$ cat src/rtl/vis_pkg.sv
// Shared widths, colour constants and helpers for the marker overlay datapath.
package vis_pkg;
    localparam int COORD_W = 11;
    localparam int PIX_W   = 24;
    localparam int D2_W    = 23;

    localparam logic [PIX_W-1:0] RGB_RED   = 24'hFF0000;
    localparam logic [PIX_W-1:0] RGB_GREEN = 24'h00FF00;
    localparam logic [PIX_W-1:0] RGB_BLACK = 24'h000000;

    function automatic logic [COORD_W-1:0] abs_diff(input logic [COORD_W-1:0] a,
                                                    input logic [COORD_W-1:0] b);
        return (a >= b) ? (a - b) : (b - a);
    endfunction
endpackage

$ cat src/rtl/vis_marker_overlay_if.sv
// Video stream bundle: data enable, syncs and one RGB pixel per clock.
interface vis_marker_overlay_if;
    import vis_pkg::*;
    logic             de;
    logic             hsync;
    logic             vsync;
    logic [PIX_W-1:0] pixel;

    modport master (output de, hsync, vsync, pixel);
    modport slave  (input  de, hsync, vsync, pixel);
endinterface

$ cat src/rtl/vis_marker_hit.sv
// Per-marker disc test: |dx|,|dy| -> squared distance -> compare, hit valid at stage 3.
// VIS_MARKER_CROSS_EN adds a crosshair of half-length 2*RADIUS to the disc.
module vis_marker_hit
    import vis_pkg::*;
#(
    parameter int RADIUS = 4
) (
    input  logic               clk,
    input  logic               rst,
    input  logic [COORD_W-1:0] i_x_pos,
    input  logic [COORD_W-1:0] i_y_pos,
    input  logic [COORD_W-1:0] i_mx,
    input  logic [COORD_W-1:0] i_my,
    input  logic               i_valid,
    input  logic               i_de,
    output logic               o_hit
);
    localparam logic [D2_W-1:0] THR = D2_W'(RADIUS * RADIUS);

    logic [COORD_W-1:0] r_dx;
    logic [COORD_W-1:0] r_dy;
    logic [D2_W-1:0]    r_d2;
    logic [D2_W-1:0]    w_d2;

    assign w_d2 = D2_W'(r_dx) * D2_W'(r_dx) + D2_W'(r_dy) * D2_W'(r_dy);

    always_ff @(posedge clk) begin
        if (rst) begin
            r_dx <= '0;
            r_dy <= '0;
            r_d2 <= '0;
        end else begin
            r_dx <= abs_diff(i_x_pos, i_mx);
            r_dy <= abs_diff(i_y_pos, i_my);
            r_d2 <= w_d2;
        end
    end

`ifdef VIS_MARKER_CROSS_EN
    localparam logic [COORD_W-1:0] ARM = COORD_W'(2 * RADIUS);
    logic r_cross;

    always_ff @(posedge clk) begin
        if (rst) begin
            r_cross <= 1'b0;
        end else begin
            r_cross <= ((r_dx == '0) && (r_dy <= ARM)) || ((r_dy == '0) && (r_dx <= ARM));
        end
    end

    assign o_hit = i_valid & i_de & ((r_d2 <= THR) | r_cross);
`else
    assign o_hit = i_valid & i_de & (r_d2 <= THR);
`endif
endmodule

$ cat src/rtl/vis_marker_overlay.sv
// Multi-marker disc overlay on an RGB stream, 3-cycle latency with aligned de/hsync/vsync.
// Optional crosshair drawing is enabled by defining VIS_MARKER_CROSS_EN.
module vis_marker_overlay
    import vis_pkg::*;
#(
    parameter int               IMG_W     = 1280,
    parameter int               IMG_H     = 720,
    parameter int               N_MARKERS = 4,
    parameter int               RADIUS    = 4,
    parameter logic [PIX_W-1:0] COLOR     = RGB_RED
) (
    input  logic                           clk,
    input  logic                           rst,
    vis_marker_overlay_if.slave            i_vid,
    vis_marker_overlay_if.master           o_vid,
    input  logic [COORD_W*N_MARKERS-1:0]   i_marker_x,
    input  logic [COORD_W*N_MARKERS-1:0]   i_marker_y,
    input  logic [N_MARKERS-1:0]           i_marker_valid
);
    logic [COORD_W-1:0]           r_x_pos;
    logic [COORD_W-1:0]           r_y_pos;
    logic [2:0]                   r_de_d;
    logic [2:0]                   r_hs_d;
    logic [2:0]                   r_vs_d;
    logic [PIX_W-1:0]             r_pix_d0;
    logic [PIX_W-1:0]             r_pix_d1;
    logic [PIX_W-1:0]             r_pix_out;
    logic [COORD_W*N_MARKERS-1:0] r_sh_x;
    logic [COORD_W*N_MARKERS-1:0] r_sh_y;
    logic [N_MARKERS-1:0]         r_sh_v;
    logic [N_MARKERS-1:0]         w_hit;
    logic                         w_vs_rise;

    // r_vs_d[0] doubles as the previous-cycle vsync for edge detection
    assign w_vs_rise = i_vid.vsync & ~r_vs_d[0];

    always_ff @(posedge clk) begin
        if (rst) begin
            r_x_pos <= '0;
            r_y_pos <= '0;
        end else if (i_vid.vsync) begin
            r_x_pos <= '0;
            r_y_pos <= '0;
        end else if (i_vid.de) begin
            if (r_x_pos == COORD_W'(IMG_W - 1)) begin
                r_x_pos <= '0;
                r_y_pos <= (r_y_pos == COORD_W'(IMG_H - 1)) ? '0 : r_y_pos + 1'b1;
            end else begin
                r_x_pos <= r_x_pos + 1'b1;
            end
        end
    end

    always_ff @(posedge clk) begin
        if (rst) begin
            r_sh_x <= '0;
            r_sh_y <= '0;
            r_sh_v <= '0;
        end else if (w_vs_rise) begin
            r_sh_x <= i_marker_x;
            r_sh_y <= i_marker_y;
            r_sh_v <= i_marker_valid;
        end
    end

    always_ff @(posedge clk) begin
        if (rst) begin
            r_de_d    <= '0;
            r_hs_d    <= '0;
            r_vs_d    <= '0;
            r_pix_d0  <= '0;
            r_pix_d1  <= '0;
            r_pix_out <= '0;
        end else begin
            r_de_d    <= {r_de_d[1:0], i_vid.de};
            r_hs_d    <= {r_hs_d[1:0], i_vid.hsync};
            r_vs_d    <= {r_vs_d[1:0], i_vid.vsync};
            r_pix_d0  <= i_vid.pixel;
            r_pix_d1  <= r_pix_d0;
            r_pix_out <= (|w_hit) ? COLOR : r_pix_d1;
        end
    end

    for (genvar g = 0; g < N_MARKERS; g++) begin : g_hit
        vis_marker_hit #(
            .RADIUS (RADIUS)
        ) u_hit (
            .clk     (clk),
            .rst     (rst),
            .i_x_pos (r_x_pos),
            .i_y_pos (r_y_pos),
            .i_mx    (r_sh_x[COORD_W*g +: COORD_W]),
            .i_my    (r_sh_y[COORD_W*g +: COORD_W]),
            .i_valid (r_sh_v[g]),
            .i_de    (r_de_d[1]),
            .o_hit   (w_hit[g])
        );
    end

    assign o_vid.de    = r_de_d[2];
    assign o_vid.hsync = r_hs_d[2];
    assign o_vid.vsync = r_vs_d[2];
    assign o_vid.pixel = r_pix_out;
endmodule

$ cat src/flat_wrapper.sv
// flat-port wrapper written by rule: the top's interface ports become plain ports
module vis_marker_overlay_flat import vis_pkg::*;
#(
    parameter int               IMG_W     = 1280,
    parameter int               IMG_H     = 720,
    parameter int               N_MARKERS = 4,
    parameter int               RADIUS    = 4,
    parameter logic [PIX_W-1:0] COLOR     = RGB_RED
)
  (clk, rst, i_marker_x, i_marker_y, i_marker_valid, i_vid_de, i_vid_hsync, i_vid_vsync, i_vid_pixel, o_vid_de, o_vid_hsync, o_vid_vsync, o_vid_pixel);
  vis_marker_overlay_if i_vid_i ();
  vis_marker_overlay_if o_vid_i ();
  input  logic clk;
  input  logic rst;
  input  logic [COORD_W*N_MARKERS-1:0] i_marker_x;
  input  logic [COORD_W*N_MARKERS-1:0] i_marker_y;
  input  logic [N_MARKERS-1:0] i_marker_valid;
  input wire logic [$bits(i_vid_i.de)-1:0] i_vid_de;
  input wire logic [$bits(i_vid_i.hsync)-1:0] i_vid_hsync;
  input wire logic [$bits(i_vid_i.vsync)-1:0] i_vid_vsync;
  input wire logic [$bits(i_vid_i.pixel)-1:0] i_vid_pixel;
  output wire logic [$bits(o_vid_i.de)-1:0] o_vid_de;
  output wire logic [$bits(o_vid_i.hsync)-1:0] o_vid_hsync;
  output wire logic [$bits(o_vid_i.vsync)-1:0] o_vid_vsync;
  output wire logic [$bits(o_vid_i.pixel)-1:0] o_vid_pixel;
  assign i_vid_i.de = i_vid_de;
  assign i_vid_i.hsync = i_vid_hsync;
  assign i_vid_i.vsync = i_vid_vsync;
  assign i_vid_i.pixel = i_vid_pixel;
  assign o_vid_de = o_vid_i.de;
  assign o_vid_hsync = o_vid_i.hsync;
  assign o_vid_vsync = o_vid_i.vsync;
  assign o_vid_pixel = o_vid_i.pixel;
  vis_marker_overlay #(.IMG_W(IMG_W), .IMG_H(IMG_H), .N_MARKERS(N_MARKERS), .RADIUS(RADIUS), .COLOR(COLOR)) u_core (.clk(clk), .rst(rst), .i_vid(i_vid_i), .o_vid(o_vid_i), .i_marker_x(i_marker_x), .i_marker_y(i_marker_y), .i_marker_valid(i_marker_valid));
endmodule
$ cat config.mk
export PLATFORM = sky130hd
export DESIGN_NAME = vis_marker_overlay_flat
export DESIGN_NICKNAME = d
export VERILOG_FILES = /design/src/rtl/vis_pkg.sv /design/src/rtl/vis_marker_overlay_if.sv /design/src/rtl/vis_marker_hit.sv /design/src/rtl/vis_marker_overlay.sv /design/src/flat_wrapper.sv
export SDC_FILE = /design/constraint.sdc
export NUM_CORES = 2
export LEC_CHECK = 0
export ABC_CLOCK_PERIOD_IN_PS = 7700
export CORE_UTILIZATION = 35
export CTS_BUF_LIST = sky130_fd_sc_hd__clkbuf_8
export DETAILED_ROUTE_END_ITERATION = 7
export GPL_ROUTABILITY_DRIVEN = 0
export PLACE_DENSITY = 0.55
export RECOVER_POWER = 50
export SETUP_SLACK_MARGIN = 0.1
export SYNTH_ARGS = -nofsm -noshare
export SYNTH_HDL_FRONTEND = slang
export SYNTH_SLANG_ARGS = --single-unit
$ cat constraint.sdc
create_clock -name clk -period 7.7 [get_ports clk]
set_input_delay 1.155 -clock clk [delete_from_list [all_inputs] [get_ports clk]]
set_output_delay 1.155 -clock clk [all_outputs]
set_load 0.1 [all_outputs]
==> results.json <==
{
  "synth_nets": 6524,
  "cts_root_buf": "clkbuf_8",
  "hold_viol": 0,
  "io_pins": 148,
  "tapCellCount": 1755,
  "hold_start": "u_core.r_pix_d1[9]",
  "r2r_slack_ps": 830,
  "endpoint": "u_core.g_hit[2].u_hit.r_d2[20]",
  "final-clk-cell-share_pct": 3.400,
  "synth-edff-count": 0,
  "grt_max_degree": 200,
  "p_sw_share_pct": 44.90,
  "top_area_share_pct": 28.66,
  "clkPwrFrac_pct": 20.1,
  "critPathSlowestCell": "dfxtp_1",
  "ys.flops": 375,
  "log.warning_count": 129,
  "crit_top_cell": "fa_1",
  "cp-end-kind": "register",
  "hpwlAfterDp_um": 93170,
  "buffer_area_share_pct": 3.085,
  "setup_viol": 0,
  "async_flop_share_pct": 0,
  "cts_setup_buffers": 0,
  "p_int_w": 0.006488,
  "overflow": 0,
  "cts_tree": "done",
  "clock_tree.buffer_depth": 3,
  "synth_area_um2": 46380,
  "rsz0062_at_grt": "no",
  "crit_start": "u_core.g_hit[2].u_hit.r_dx[5]",
  "power.density_nw_per_um2": 230.0,
  "hp-class": "register to register",
  "grt_pass1_wl_um": 184900,
  "grt_pass1_vias": 34510,
  "yosys-stat-cells": 5156,
  "start_kind": "register",
  "area_delta_synth_final_pct": 10.35,
  "switching_power_w": 0.005287,
  "seqPwrFrac_pct": 22.0,
  "syn_inst": 5156,
  "logic_gates": 3573,
  "nClkBuffers": 91,
  "num_antenna_cells": 3,
  "slew_viol_final": 398,
  "r2r-end": "u_core.g_hit[2].u_hit.r_d2[20]",
  "cts_inserted_buffers": 77,
  "route.detailed.drc": 0,
  "wl_um": 112800,
  "nFillCells": 13362,
  "ff2ff_path_depth": 18,
  "n_all_inverters": 1017,
  "area_leaders": "fa_1, dfxtp_1, ha_1",
  "ant_nets": 0,
  "antenna_found_initial": 7,
  "dr.pass1.iters": 5,
  "cp_max_fo": 11,
  "seq_share_pct": 14.67,
  "yosysUniqueCellTypes": 76,
  "timing.fmax_ghz": 0.1455,
  "initial_utilization_pct": 35.28,
  "synth_seq_share_pct": 16.19,
  "p_leak_nw": 25.95,
  "pg_comb_w": 0.00681,
  "common_cells": "inv_1, fa_1, ha_1",
  "layout-drive-gt1-share_pct": 4.233,
  "crit_arrival_ps": 7460,
  "criticalPathCategory": "register to register",
  "top_area_cell_class": "multi-input combinational cells",
  "status": "finished, violations left",
  "whs_endpoint": "u_core.o_vid.pixel[9]",
  "mostFrequentLayoutCell": "inv_1",
  "cp.required_ps": 8290,
  "seq_area_um2": 7507,
  "clkSinkCount": 375,
  "syn_area_per_cell_um2": 8.996,
  "worstSkewPairLatency_ps": 750,
  "synth_chip_area_um2": 46380,
  "cts.htree.levels": 3,
  "logic_area_um2": 34330,
  "pwr-share-comb_pct": 57.9,
  "post_cts_resized": 0,
  "vias_per_cell": 4.757,
  "tightest_slew_ps": 4002,
  "fin_crit_sh_pct": 89.27,
  "comb_share_pct": 67.08,
  "cap_viol_max_count": 4,
  "maxPowerGroup": "combinational cells",
  "r2r-start": "u_core.g_hit[2].u_hit.r_dx[5]",
  "setup_tns_ps": 0,
  "finalCriticalPeriod_ps": 6874,
  "nNonClkBuffers": 164,
  "powerSeq_w": 0.00259,
  "finClkSkew_ps": 52.33,
  "p_clk_w": 0.00237,
  "violations": "capacitance limit, slew limit",
  "port_buffers": 147,
  "worstPathCellList": "and2_1 -> fa_1 -> fa_1 -> inv_1 -> fa_1 -> inv_1 -> fa_1 -> fa_1 -> fa_1 -> fa_1 -> ha_1 -> and4_1 -> a21oi_1 -> o21ai_0 -> a31oi_1 -> o211ai_1 -> a41oi_1 -> mux2_2",
  "fp.dieArea_um2": 134000,
  "hold_depth": 1,
  "ys.warnings.count": 0,
  "flop_cell": "dfxtp_1",
  "nets": 6576
}
-- through the flow --
| stage | total power [W] | area, µm² | std cells | hold WS (ps) | setup slack, ps |
|---|---|---|---|---|---|
| floorplan | 0.007682 | 46380 | 5156 | 405.7 | 1277 |
| global placement | 0.009497 | 49470 | 6884 | 406.8 | 926.0 |
| detailed placement | 0.009513 | 49470 | 6884 | 414.5 | 900.7 |
| CTS | 0.01201 | 51210 | 7023 | 422.2 | 843.2 |
| global route | 0.01301 | 51180 | 7025 | 442.8 | 297.7 |
| finish | 0.01177 | 51180 | 7026 | 421.4 | 825.9 |
-- state kept, by name, summed over array words and instances, names as in the netlist --
signal,cells
u_core.r_sh_x,44
u_core.r_hs_d,3
u_core.g_hit.u_hit.r_d2,92
u_core.g_hit.u_hit.r_dy,44
u_core.o_vid.pixel,24
u_core.g_hit.u_hit.r_dx,44
u_core.r_pix_d1,24
u_core.r_x_pos,11
u_core.r_y_pos,11
u_core.r_pix_d0,24
u_core.r_vs_d,3
u_core.r_sh_v,4
u_core.r_de_d,3
u_core.r_sh_y,44
-- critical path: cells and delay by family (launching register included) --
kind | cells | cell delay, ps
flops | 1 | 700
mux | 1 | 350
buf+inv | 2 | 110
simple gates | 2 | 520
compound gates | 5 | 1140
fa+ha+maj | 8 | 3860
-- cell families after synthesis --
family / count (synthesis) / synth area share, %
compound gates: 655 / 9.323
mux: 88 / 2.042
xor+xnor: 146 / 2.757
simple gates: 1437 / 15.48
buf+inv: 1208 / 9.822
fa+ha+maj: 1247 / 44.39
flops: 375 / 16.19
-- per-layer routing --
layer  up-vias  global-route usage (%)  routed length [µm]  share of wire, %
met1     16325                   24.31               53930                48
met5         -                       0                   0                 0
met4         0                   4.409                2714               2.4
li1      16285                       -                   -                 -
met3       158                   2.855                5844               5.2
met2       652                   27.07               50320                45
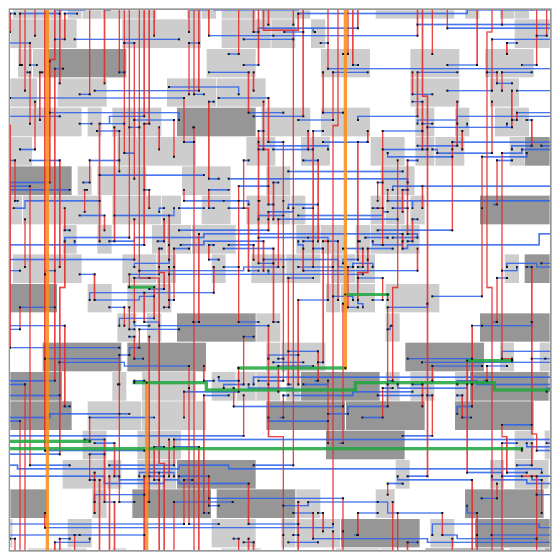
(images/closeup.png)
Region (158, 231) to (208, 281) µm. Cells in gray, sequential cells in the stronger gray; small squares are vias.
Key: red = M2; orange = M4; green = M3; blue = M1
136 logic cells have their middle in the window. Sequential cells in the window: 24. Most frequent: dfxtp_1 (24), nor2_1 (16), ha_1 (16). Netlist names of flops here include `u_core.g_hit.u_hit.r_d2` (14), `u_core.g_hit.u_hit.r_dy` (5), `u_core.g_hit.u_hit.r_dx` (4).

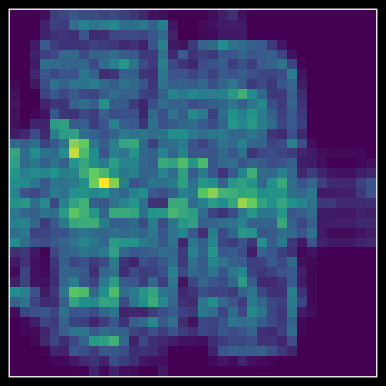
(images/route_heat.png)
(1 px per µm) 37 x 37 tiles, from dark purple (low) to yellow (high), scaled to the fullest tile. Values are wire area over tile area, all layers added.
The mean over all tiles is 0.13. The fullest tile reaches 0.58. 22% of the tiles are nearly empty. 8.0% of the tiles are over half the peak.
Total Routing Usage GR: 17.18%
via count: 33420
routed len/inst: 16.06 µm

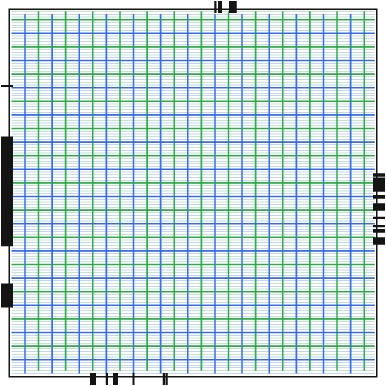
(images/floorplan.png)
(1 px per µm) Pins as bars on the die edge.
Key: blue = VSS; green = VDD
The core has 133 rows. 134 met1 rails follow the rows. 148 signal pins sit on the boundary. 26 straps on met4. 26 straps on met5.
Max VDD drop: 0.1851 mV
Die Wd: 366.0 µm
Core ar.: 131500 µm²
Die Height: 366.0 µm

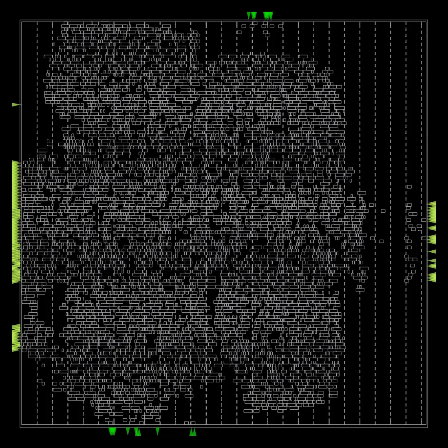
(images/placed.png)
seq_cells: 375
Core Util, Final: 38.93%
Core Rows: 133

No activity file was given, so power comes from the tool's default toggle rates.
